File: config.mk
export PLATFORM = sky130hd
export DESIGN_NAME = grid_cursor
export DESIGN_NICKNAME = d
export VERILOG_FILES = /design/src/rtl/grid_pkg.sv /design/src/rtl/repeat_timer.sv /design/src/rtl/grid_cursor.sv
export SDC_FILE = /design/constraint.sdc
export NUM_CORES = 1
export LEC_CHECK = 0
export CORE_MARGIN = 1
export CORE_UTILIZATION = 50
export CTS_CLUSTER_DIAMETER = 200
export DETAILED_ROUTE_END_ITERATION = 12
export PLACE_DENSITY_LB_ADDON = 0.1
export SYNTH_ARGS = -nofsm -noshare
export SYNTH_HDL_FRONTEND = slang
export SYNTH_SLANG_ARGS = --single-unit
File: constraint.sdc
create_clock -name clk -period 2.5 [get_ports clk]
set_clock_uncertainty 0.05 [all_clocks]
set_input_delay 0.375 -clock clk [delete_from_list [all_inputs] [get_ports clk]]
set_output_delay 0.375 -clock clk [all_outputs]
set_load 0.01 [all_outputs]
File: src/rtl/grid_pkg.sv
// Shared encodings for the grid cursor: direction codes, repeat-timer states
// and a small compile-time helper.
package grid_pkg;

  typedef enum logic [2:0] {
    DIR_NONE  = 3'd0,
    DIR_UP    = 3'd1,
    DIR_DOWN  = 3'd2,
    DIR_LEFT  = 3'd3,
    DIR_RIGHT = 3'd4
  } dir_t;

  typedef enum logic [1:0] {
    ST_IDLE   = 2'd0,
    ST_DELAY  = 2'd1,
    ST_REPEAT = 2'd2
  } state_t;

  function automatic int max_int(input int a, input int b);
    return (a > b) ? a : b;
  endfunction

endpackage

File: src/rtl/repeat_timer.sv
// Press/hold timer: fires on a new press, again after DELAY cycles of hold,
// then every PERIOD cycles until the press ends.
module repeat_timer
  import grid_pkg::*;
#(
  parameter int DELAY  = 25000000,
  parameter int PERIOD = 5000000
) (
  input  logic clk,
  input  logic rst,
  input  logic active,
  input  logic restart,
  output logic step_fire
);

  localparam int CNT_W = (max_int(DELAY, PERIOD) > 1) ? $clog2(max_int(DELAY, PERIOD)) : 1;
  localparam logic [CNT_W-1:0] DELAY_LAST  = CNT_W'(DELAY - 1);
  localparam logic [CNT_W-1:0] PERIOD_LAST = CNT_W'(PERIOD - 1);

  state_t           state_q, state_d;
  logic [CNT_W-1:0] cnt_q, cnt_d;
  logic [CNT_W-1:0] limit;

  always_ff @(posedge clk or negedge rst) begin
    if (!rst) begin
      state_q <= ST_IDLE;
      cnt_q   <= '0;
    end else begin
      state_q <= state_d;
      cnt_q   <= cnt_d;
    end
  end

  always_comb begin
    state_d   = state_q;
    cnt_d     = cnt_q;
    step_fire = 1'b0;
    limit     = (state_q == ST_DELAY) ? DELAY_LAST : PERIOD_LAST;
    case (state_q)
      ST_IDLE: begin
        if (active) begin
          step_fire = 1'b1;
          cnt_d     = '0;
          state_d   = ST_DELAY;
        end
      end
      ST_DELAY, ST_REPEAT: begin
        if (!active) begin
          state_d = ST_IDLE;
          cnt_d   = '0;
        end else if (restart) begin
          // A different button replaces the held one: re-arm the long delay.
          step_fire = 1'b1;
          cnt_d     = '0;
          state_d   = ST_DELAY;
        end else if (cnt_q == limit) begin
          step_fire = 1'b1;
          cnt_d     = '0;
          state_d   = ST_REPEAT;
        end else begin
          cnt_d = cnt_q + 1'b1;
        end
      end
      default: begin
        state_d = ST_IDLE;
        cnt_d   = '0;
      end
    endcase
  end

endmodule

File: src/rtl/grid_cursor.sv
// Cursor on a bounded grid driven by four direction buttons, with auto-repeat,
// clamp or wrap at the edges, synchronous load and moved/blocked pulses.
module grid_cursor
  import grid_pkg::*;
#(
  parameter int X_W           = 6,
  parameter int Y_W           = 5,
  parameter int X_MAX         = 39,
  parameter int Y_MAX         = 29,
  parameter int X_START       = 1,
  parameter int Y_START       = 1,
  parameter bit WRAP          = 1'b0,
  parameter int REPEAT_DELAY  = 25000000,
  parameter int REPEAT_PERIOD = 5000000
) (
  input  logic           clk,
  input  logic           rst,
  input  logic           btnU,
  input  logic           btnD,
  input  logic           btnL,
  input  logic           btnR,
  input  logic           load,
  input  logic [X_W-1:0] load_x,
  input  logic [Y_W-1:0] load_y,
  output logic [X_W-1:0] xpos,
  output logic [Y_W-1:0] ypos,
  output logic [2:0]     dir,
  output logic           moved,
  output logic           blocked
);

  localparam logic [X_W-1:0] X_LIM = X_W'(X_MAX);
  localparam logic [Y_W-1:0] Y_LIM = Y_W'(Y_MAX);

  logic [X_W-1:0] x_q, x_d;
  logic [Y_W-1:0] y_q, y_d;
  dir_t           dir_q, sel;
  logic           moved_q, moved_d;
  logic           blocked_q, blocked_d;
  logic           step_fire;

  always_comb begin
    sel = DIR_NONE;
    if (btnU)      sel = DIR_UP;
    else if (btnD) sel = DIR_DOWN;
    else if (btnL) sel = DIR_LEFT;
    else if (btnR) sel = DIR_RIGHT;
  end

  // Holding the timer inactive during load returns it to idle, so a button
  // still held afterwards is taken as a fresh press.
  repeat_timer #(
    .DELAY  (REPEAT_DELAY),
    .PERIOD (REPEAT_PERIOD)
  ) u_timer (
    .clk       (clk),
    .rst       (rst),
    .active    ((sel != DIR_NONE) && !load),
    .restart   (sel != dir_q),
    .step_fire (step_fire)
  );

  always_comb begin
    x_d       = x_q;
    y_d       = y_q;
    moved_d   = 1'b0;
    blocked_d = 1'b0;
    if (load) begin
      x_d = (load_x > X_LIM) ? X_LIM : load_x;
      y_d = (load_y > Y_LIM) ? Y_LIM : load_y;
    end else if (step_fire) begin
      case (sel)
        DIR_UP: begin
          if (y_q != '0)   begin y_d = y_q - 1'b1; moved_d = 1'b1; end
          else if (WRAP)   begin y_d = Y_LIM;      moved_d = 1'b1; end
          else             blocked_d = 1'b1;
        end
        DIR_DOWN: begin
          if (y_q < Y_LIM) begin y_d = y_q + 1'b1; moved_d = 1'b1; end
          else if (WRAP)   begin y_d = '0;         moved_d = 1'b1; end
          else             blocked_d = 1'b1;
        end
        DIR_LEFT: begin
          if (x_q != '0)   begin x_d = x_q - 1'b1; moved_d = 1'b1; end
          else if (WRAP)   begin x_d = X_LIM;      moved_d = 1'b1; end
          else             blocked_d = 1'b1;
        end
        DIR_RIGHT: begin
          if (x_q < X_LIM) begin x_d = x_q + 1'b1; moved_d = 1'b1; end
          else if (WRAP)   begin x_d = '0;         moved_d = 1'b1; end
          else             blocked_d = 1'b1;
        end
        default: ;
      endcase
    end
  end

  always_ff @(posedge clk or negedge rst) begin
    if (!rst) begin
      x_q       <= X_W'(X_START);
      y_q       <= Y_W'(Y_START);
      dir_q     <= DIR_NONE;
      moved_q   <= 1'b0;
      blocked_q <= 1'b0;
    end else begin
      x_q       <= x_d;
      y_q       <= y_d;
      dir_q     <= sel;
      moved_q   <= moved_d;
      blocked_q <= blocked_d;
    end
  end

  assign xpos    = x_q;
  assign ypos    = y_q;
  assign dir     = dir_q;
  assign moved   = moved_q;
  assign blocked = blocked_q;

endmodule

==> images/m3.png <==
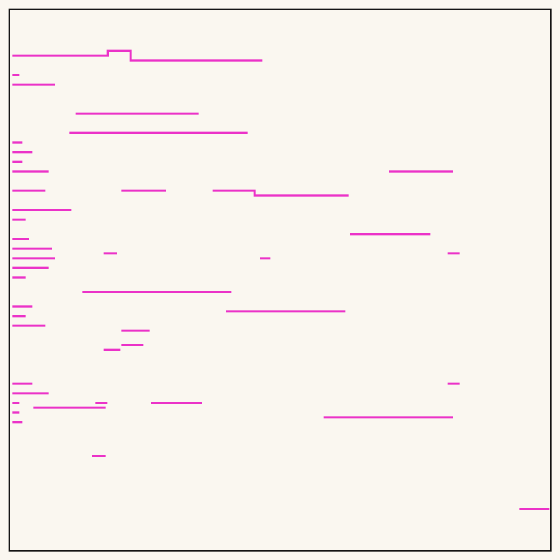
main direction: horizontal
wire length on this layer: 285 um
longest straight run: 24.8 um
nets with wire on the layer: 36
share of all routed wire: 4.2%

==> images/m2.png <==
The bar under the picture is 20 um long.
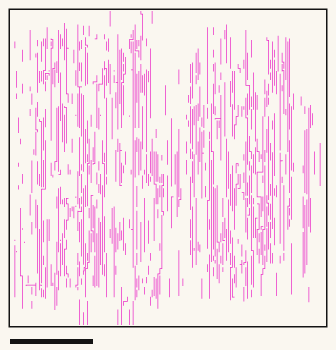
main direction: vertical
share of all routed wire: 50%
longest straight run: 54.4 um
wire length on this layer: 3400 um
nets with wire on the layer: 354

==> images/layers.png <==
The bar under the picture is 20 um long. Only two layers are drawn.
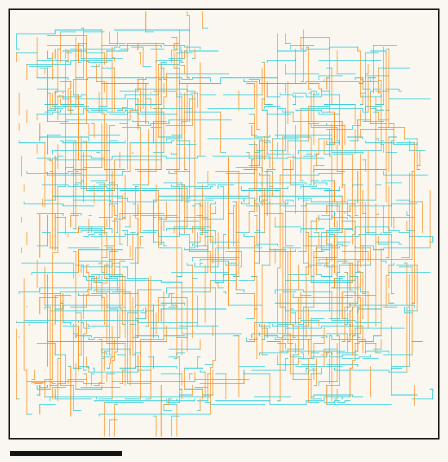
| layer | color | wire length |
|---|---|---|
| M1 | cyan | 3090 um |
| M2 | orange | 3400 um |

==> images/clock_nets.png <==
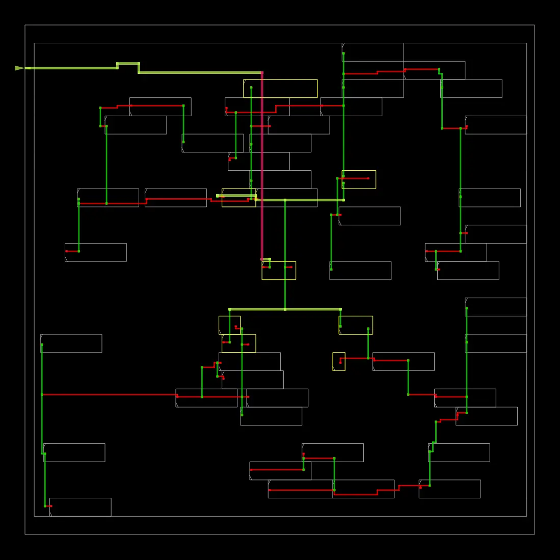
clk latency late pin: 0.29 ns
CLK BUF: 5
Flops: 43

==> reports/metrics.cfg <==
[run_status]
status = complete, no violations

[layout]
clkCellAreaFrac = 0.0295
dominant_cells = logic gates
buffers = 91
multi_input_comb_cells = 239
fillCellCount = 395
sh_seq_area = 0.283
lay_top_count = buf_4
drive_gt1_frac = 0.250
buf_share = 0.205
synthToLayoutAreaGrowth_pct = 38.8
fin_nets = 422

[pwr]
power.density_mw_per_mm2 = 642
vdd_ir_drop_max_mv = 0.536
p_clk_frac = 0.220
power.share.sequential = 0.351
combinationalPowerShare = 0.429
p_int_mw = 1.63

[hold_path]
hp-class = in2async

[synthesis]
mux_share = 0.0200
async_flop_share = 1.00
ys_cells = 305
ys_sh_simple = 0.253
ys_warn_count = 0
ys_ff = 43
ys_chip_area_mm2 = 0.00275

[clock_network]
clk_pin_slew_ns = 0.09
clock-root-buffer = clkbuf_8
cts_buffers = 5
cts.sinks = 43
clockBufferDepth = 2

[worst_setup_path]
cp_data_required_time_ns = 2.63
reg2reg_slack_ns = 0.03
worst-path-max-fanout = 5
critPathCapture = ypos[4]$_DFFE_PN0P_
worst_r2r_path_depth = 9
crit_type = reg2reg

[grt]
grt_usage = 0.250

[job]
warnings = 31
maxCapViolations = 0

[sta]
hold-worst-slack_ns = 0.464
period_minus_slack_ns = 2.47
slew_violations = 0
final.setup.tns_ns = 0
max_freq_ghz = 0.405

[route]
first_pass_iters = 4
drt-vias-per-instance = 5.56
drc_errors = 0
vias = 2568

[placement]
portBuffers = 33
dpl-instance-area_mm2 = 0.00355
placedCellCount = 451

[floorplan]
rows = 26
fp_util = 0.528
taps = 70

[synth_stat cells, drive strengths merged, types with 4 or more instances]
| master | instances | share of area |
|---|---|---|
| nand3 | 12 | 0.024 |
| and3 | 7 | 0.016 |
| inv | 11 | 0.015 |
| nand2 | 27 | 0.037 |
| clkbuf | 8 | 0.011 |
| nor3 | 13 | 0.024 |
| nor4 | 7 | 0.016 |
| buf | 4 | 0.0077 |
| mux2i | 4 | 0.015 |
| nand2b | 5 | 0.011 |
| xnor2 | 12 | 0.038 |
| nor2 | 37 | 0.051 |
| o21ai | 17 | 0.035 |
| dfrtp | 41 | 0.37 |
| ha | 11 | 0.050 |
| xor2 | 12 | 0.038 |
| nand4 | 9 | 0.020 |
| a21oi | 12 | 0.022 |
| a31oi | 6 | 0.014 |
[registers in the layout, indices dropped and copies added (netlist names)]
name and cells:
moved 1, dir 3, u_timer.state_q 2, u_timer.cnt_q 25
ypos 5, xpos 6, blocked 1
[power by group through the flow]
stage	combinational [mW]	clock, mW	sequential [mW]
after detailed placement	0.978	0	0.859
after global placement	0.957	0	0.860
final	1.05	0.539	0.860
after floorplan	0.481	0	0.881
after CTS	1.01	0.559	0.857
after global routing	1.15	0.591	0.873
[routing by layer]
layer | GRT usage | part of all wire | wire, um | up-vias
li1 | - | - | - | 1281
met1 | 0.326 | 0.45 | 3090 | 1217
met2 | 0.434 | 0.50 | 3400 | 64
met3 | 0.0383 | 0.042 | 285 | 6
met4 | 0.0673 | 0.0082 | 56 | 0
met5 | 0 | 0 | 0 | -
[worst max-delay path, delay by kind of cell, from the launching register on]
family	cells	cell delay, ns
AOI/OAI and AO/OA	3	0.69
adders and majority gates	1	0.14
buffers and inverters	2	0.26
DFF	1	0.40
muxes	1	0.30
and+or+nand+nor	2	0.53
